===== config.mk =====
export PLATFORM = sky130hd
export DESIGN_NAME = sram_march_bist
export DESIGN_NICKNAME = d
export VERILOG_FILES = /design/src/rtl/sram_march_bist.sv
export SDC_FILE = /design/constraint.sdc
export NUM_CORES = 1
export LEC_CHECK = 0
export CAP_MARGIN = 0
export CORE_AREA = 5 5 82 84
export CTS_CLUSTER_SIZE = 25
export DETAILED_ROUTE_END_ITERATION = 12
export DIE_AREA = 0 0 87 89
export GPL_TIMING_DRIVEN = 0
export HOLD_SLACK_MARGIN = 0.03
export PLACE_DENSITY = 0.82
export SLEW_MARGIN = 20
export SYNTH_ARGS = -nofsm -noshare
export SYNTH_HDL_FRONTEND = slang
export SYNTH_SLANG_ARGS = --single-unit

===== constraint.sdc =====
create_clock -name clk -period 2.3 [get_ports clk]
set_clock_uncertainty 0.1 [all_clocks]
set_input_delay 0.46 -clock clk [delete_from_list [all_inputs] [get_ports clk]]
set_output_delay 0.46 -clock clk [all_outputs]
set_load 0.01 [all_outputs]

===== src/rtl/sram_march_bist.sv =====
// March C- built-in self test for a group of SRAM macros that share address
// and data buses. While idle the functional controls pass straight through to
// the macros. While running, the engine tests one macro at a time with
// up(w0); up(r0,w1); up(r1,w0); down(r0,w1); down(r1,w0); up(r0).
// Read data is compared one cycle after the read is issued.
// Optional feature: define SRAM_BIST_DIAG_EN to latch the first mismatch
// (macro, address, expected, observed) on the fail_* diagnostic ports.
// Handshake: start is a level sampled on clk; done is a status level held in
// DONE until the next start or reset, and busy is high exactly while running.
module sram_march_bist #(
    parameter int ADDR_WIDTH = 9,
    parameter int DATA_WIDTH = 8,
    parameter int NUM_MACROS = 2,
    parameter int MW         = (NUM_MACROS > 1) ? $clog2(NUM_MACROS) : 1
) (
    input  logic                             clk,
    input  logic                             rst,
    input  logic                             start,
    input  logic [NUM_MACROS-1:0]            func_cen,
    input  logic                             func_gwen,
    input  logic [DATA_WIDTH-1:0]            func_wen,
    input  logic [ADDR_WIDTH-1:0]            func_a,
    input  logic [DATA_WIDTH-1:0]            func_d,
    output logic [NUM_MACROS-1:0]            sram_cen,
    output logic                             sram_gwen,
    output logic [DATA_WIDTH-1:0]            sram_wen,
    output logic [ADDR_WIDTH-1:0]            sram_a,
    output logic [DATA_WIDTH-1:0]            sram_d,
    input  logic [NUM_MACROS*DATA_WIDTH-1:0] sram_q,
    output logic                             busy,
    output logic                             done,
    output logic                             fail,
    output logic [MW-1:0]                    fail_macro,
    output logic [ADDR_WIDTH-1:0]            fail_addr,
    output logic [DATA_WIDTH-1:0]            fail_exp,
    output logic [DATA_WIDTH-1:0]            fail_got,
    output logic [1:0]                       state_dbg
);

    typedef enum logic [1:0] {S_IDLE = 2'd0, S_RUN = 2'd1, S_DONE = 2'd2} state_t;

    localparam logic [ADDR_WIDTH-1:0] ADDR_MAX   = '1;
    localparam logic [MW-1:0]         MACRO_LAST = MW'(NUM_MACROS - 1);

    state_t                  state, next_state;
    logic [MW-1:0]           macro_idx;
    logic [2:0]              elem;        // March element 0..5
    logic [ADDR_WIDTH-1:0]   addr;
    logic                    phase;       // 0: first op at this address, 1: second op
    logic                    ops_done;    // every operation issued, draining the compare
    logic                    tail;        // last compare has been taken
    logic                    pipe_valid;
    logic [DATA_WIDTH-1:0]   pipe_exp;
    logic [MW-1:0]           pipe_macro;
    logic                    fail_r;
    logic [DATA_WIDTH-1:0]   q_word [NUM_MACROS];

    logic issuing, start_run, is_read, is_down, rd_bg, wr_bg;
    logic addr_last_op, elem_last_addr, mismatch;

    for (genvar m = 0; m < NUM_MACROS; m++) begin : g_q_split
        assign q_word[m] = sram_q[m*DATA_WIDTH +: DATA_WIDTH];
    end

    // Operation decode for the current element/phase position.
    assign issuing        = (state == S_RUN) && !ops_done;
    assign start_run      = (state != S_RUN) && start;
    assign is_read        = (elem != 3'd0) && !phase;
    assign is_down        = (elem == 3'd3) || (elem == 3'd4);
    assign rd_bg          = (elem == 3'd2) || (elem == 3'd4);
    assign wr_bg          = (elem == 3'd1) || (elem == 3'd3);
    assign addr_last_op   = (elem == 3'd0) || (elem == 3'd5) || phase;
    assign elem_last_addr = is_down ? (addr == '0) : (addr == ADDR_MAX);
    assign mismatch       = (state == S_RUN) && pipe_valid && (q_word[pipe_macro] != pipe_exp);

    // State register.
    always_ff @(posedge clk or posedge rst) begin
        if (rst) state <= S_IDLE;
        else     state <= next_state;
    end

    // Next-state logic; start is ignored while running.
    always_comb begin
        next_state = state;
        case (state)
            S_IDLE:  if (start)             next_state = S_RUN;
            S_RUN:   if (ops_done && tail)  next_state = S_DONE;
            S_DONE:  if (start)             next_state = S_RUN;
            default:                        next_state = S_IDLE;
        endcase
    end

    // Outputs: status flags and the pass-through / BIST mux to the macros.
    always_comb begin
        busy      = (state == S_RUN);
        done      = (state == S_DONE);
        fail      = fail_r;
        state_dbg = state;
        sram_cen  = func_cen;
        sram_gwen = func_gwen;
        sram_wen  = func_wen;
        sram_a    = func_a;
        sram_d    = func_d;
        if (busy) begin
            sram_cen  = '1;
            sram_gwen = 1'b1;
            sram_wen  = '1;
            sram_a    = '0;
            sram_d    = '0;
            if (issuing) begin
                sram_cen[macro_idx] = 1'b0;
                sram_a              = addr;
                if (!is_read) begin
                    sram_gwen = 1'b0;
                    sram_wen  = '0;
                    sram_d    = {DATA_WIDTH{wr_bg}};
                end
            end
        end
    end

    // March sequencer, read-compare pipeline and sticky fail flag.
    always_ff @(posedge clk or posedge rst) begin
        if (rst) begin
            macro_idx  <= '0;
            elem       <= '0;
            addr       <= '0;
            phase      <= 1'b0;
            ops_done   <= 1'b0;
            tail       <= 1'b0;
            pipe_valid <= 1'b0;
            pipe_exp   <= '0;
            pipe_macro <= '0;
            fail_r     <= 1'b0;
        end else if (start_run) begin
            macro_idx  <= '0;
            elem       <= '0;
            addr       <= '0;
            phase      <= 1'b0;
            ops_done   <= 1'b0;
            tail       <= 1'b0;
            pipe_valid <= 1'b0;
            pipe_exp   <= '0;
            pipe_macro <= '0;
            fail_r     <= 1'b0;
        end else if (state == S_RUN) begin
            pipe_valid <= issuing && is_read;
            pipe_exp   <= {DATA_WIDTH{rd_bg}};
            pipe_macro <= macro_idx;
            if (mismatch) fail_r <= 1'b1;
            if (ops_done) tail <= 1'b1;
            if (issuing) begin
                if (!addr_last_op) begin
                    phase <= 1'b1;
                end else begin
                    phase <= 1'b0;
                    if (!elem_last_addr) begin
                        addr <= is_down ? addr - 1'b1 : addr + 1'b1;
                    end else if (elem == 3'd5) begin
                        elem <= '0;
                        addr <= '0;
                        if (macro_idx == MACRO_LAST) ops_done  <= 1'b1;
                        else                         macro_idx <= macro_idx + 1'b1;
                    end else begin
                        elem <= elem + 3'd1;
                        // Elements 3 and 4 walk downwards from the top address.
                        addr <= (elem == 3'd2 || elem == 3'd3) ? ADDR_MAX : '0;
                    end
                end
            end
        end
    end

`ifdef SRAM_BIST_DIAG_EN
    logic [ADDR_WIDTH-1:0] pipe_addr;
    logic [MW-1:0]         diag_macro;
    logic [ADDR_WIDTH-1:0] diag_addr;
    logic [DATA_WIDTH-1:0] diag_exp, diag_got;

    // Capture the first mismatch of a run; later ones leave it untouched.
    always_ff @(posedge clk or posedge rst) begin
        if (rst) begin
            pipe_addr  <= '0;
            diag_macro <= '0;
            diag_addr  <= '0;
            diag_exp   <= '0;
            diag_got   <= '0;
        end else if (start_run) begin
            pipe_addr  <= '0;
            diag_macro <= '0;
            diag_addr  <= '0;
            diag_exp   <= '0;
            diag_got   <= '0;
        end else begin
            pipe_addr <= addr;
            if (mismatch && !fail_r) begin
                diag_macro <= pipe_macro;
                diag_addr  <= pipe_addr;
                diag_exp   <= pipe_exp;
                diag_got   <= q_word[pipe_macro];
            end
        end
    end

    assign fail_macro = diag_macro;
    assign fail_addr  = diag_addr;
    assign fail_exp   = diag_exp;
    assign fail_got   = diag_got;
`else
    assign fail_macro = '0;
    assign fail_addr  = '0;
    assign fail_exp   = '0;
    assign fail_got   = '0;
`endif

endmodule


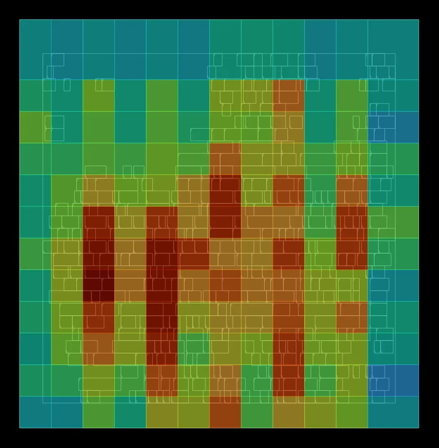
(track usage over the die)
busiest layer in global routing: met2
met3 track utilization from global routing: 0.0406
All-Layer GR Usage: 0.187

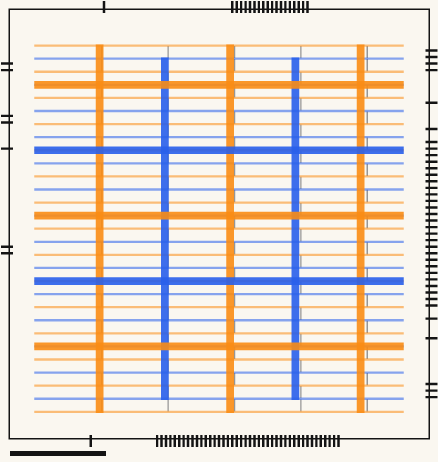
(power grid)
Bar = 20 um. Pins as bars on the die edge. Tap cells in gray.
VSS -> orange
VDD -> blue
signal pins = 106
met5 straps = 5
tap cells = 75
met4 straps = 5
rows = 28

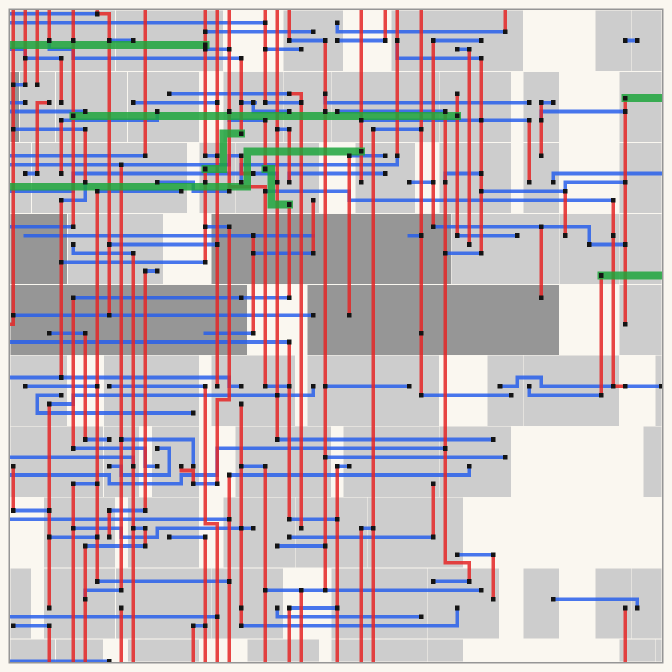
(zoomed window)
Window x 53 to 78, y 10 to 35 um. Cells in gray, sequential cells in the stronger gray; small squares are vias.
metal 3 -> green
metal 1 -> blue
metal 2 -> red
most frequent = clkdlybuf4s50_1 (8), o21a_1 (6), buf_4 (6)
cells with their middle in the window = 50
sequential cells in the window = 3
netlist names of flops here include = `state_dbg` (2), `tail` (1)

==> results.sh <==
# physical design summary
export IMPL_routedLengthMet1_um=2830
export IMPL_number_of_global_route_vias_before_repair=2460
export IMPL_setup_violations=5
export IMPL_cpMaxStageDelayCell="sky130_fd_sc_hd__dfrtp_1"
export IMPL_yosys_dominant_comb_family="AND-OR/OR-AND gates"
export IMPL_setup_ws_ns=-0.0978
export IMPL_placedCellCount=428
export IMPL_comb_area_um2=1540
export IMPL_clkLatencyLatePin_ns=0.27
export IMPL_violations="setup timing"
export IMPL_via_count=2416
export IMPL_largest_reg_flops=9
export IMPL_num_clock_buffers=4
export IMPL_setup_tns_final_ns=-0.274
export IMPL_openroad_warnings=30
export IMPL_status="complete, but fails checks"
export IMPL_yosys_top_cells_count="sky130_fd_sc_hd__nand2_1, sky130_fd_sc_hd__buf_4, sky130_fd_sc_hd__dfrtp_1"
export IMPL_fin_cells=463
export IMPL_power_report_internal_total_mw=0.640
export IMPL_async_flop_share=1.00
export IMPL_irDropWorstVdd_v=0.000224
export IMPL_detail_route_wl_per_cell_um=16.5
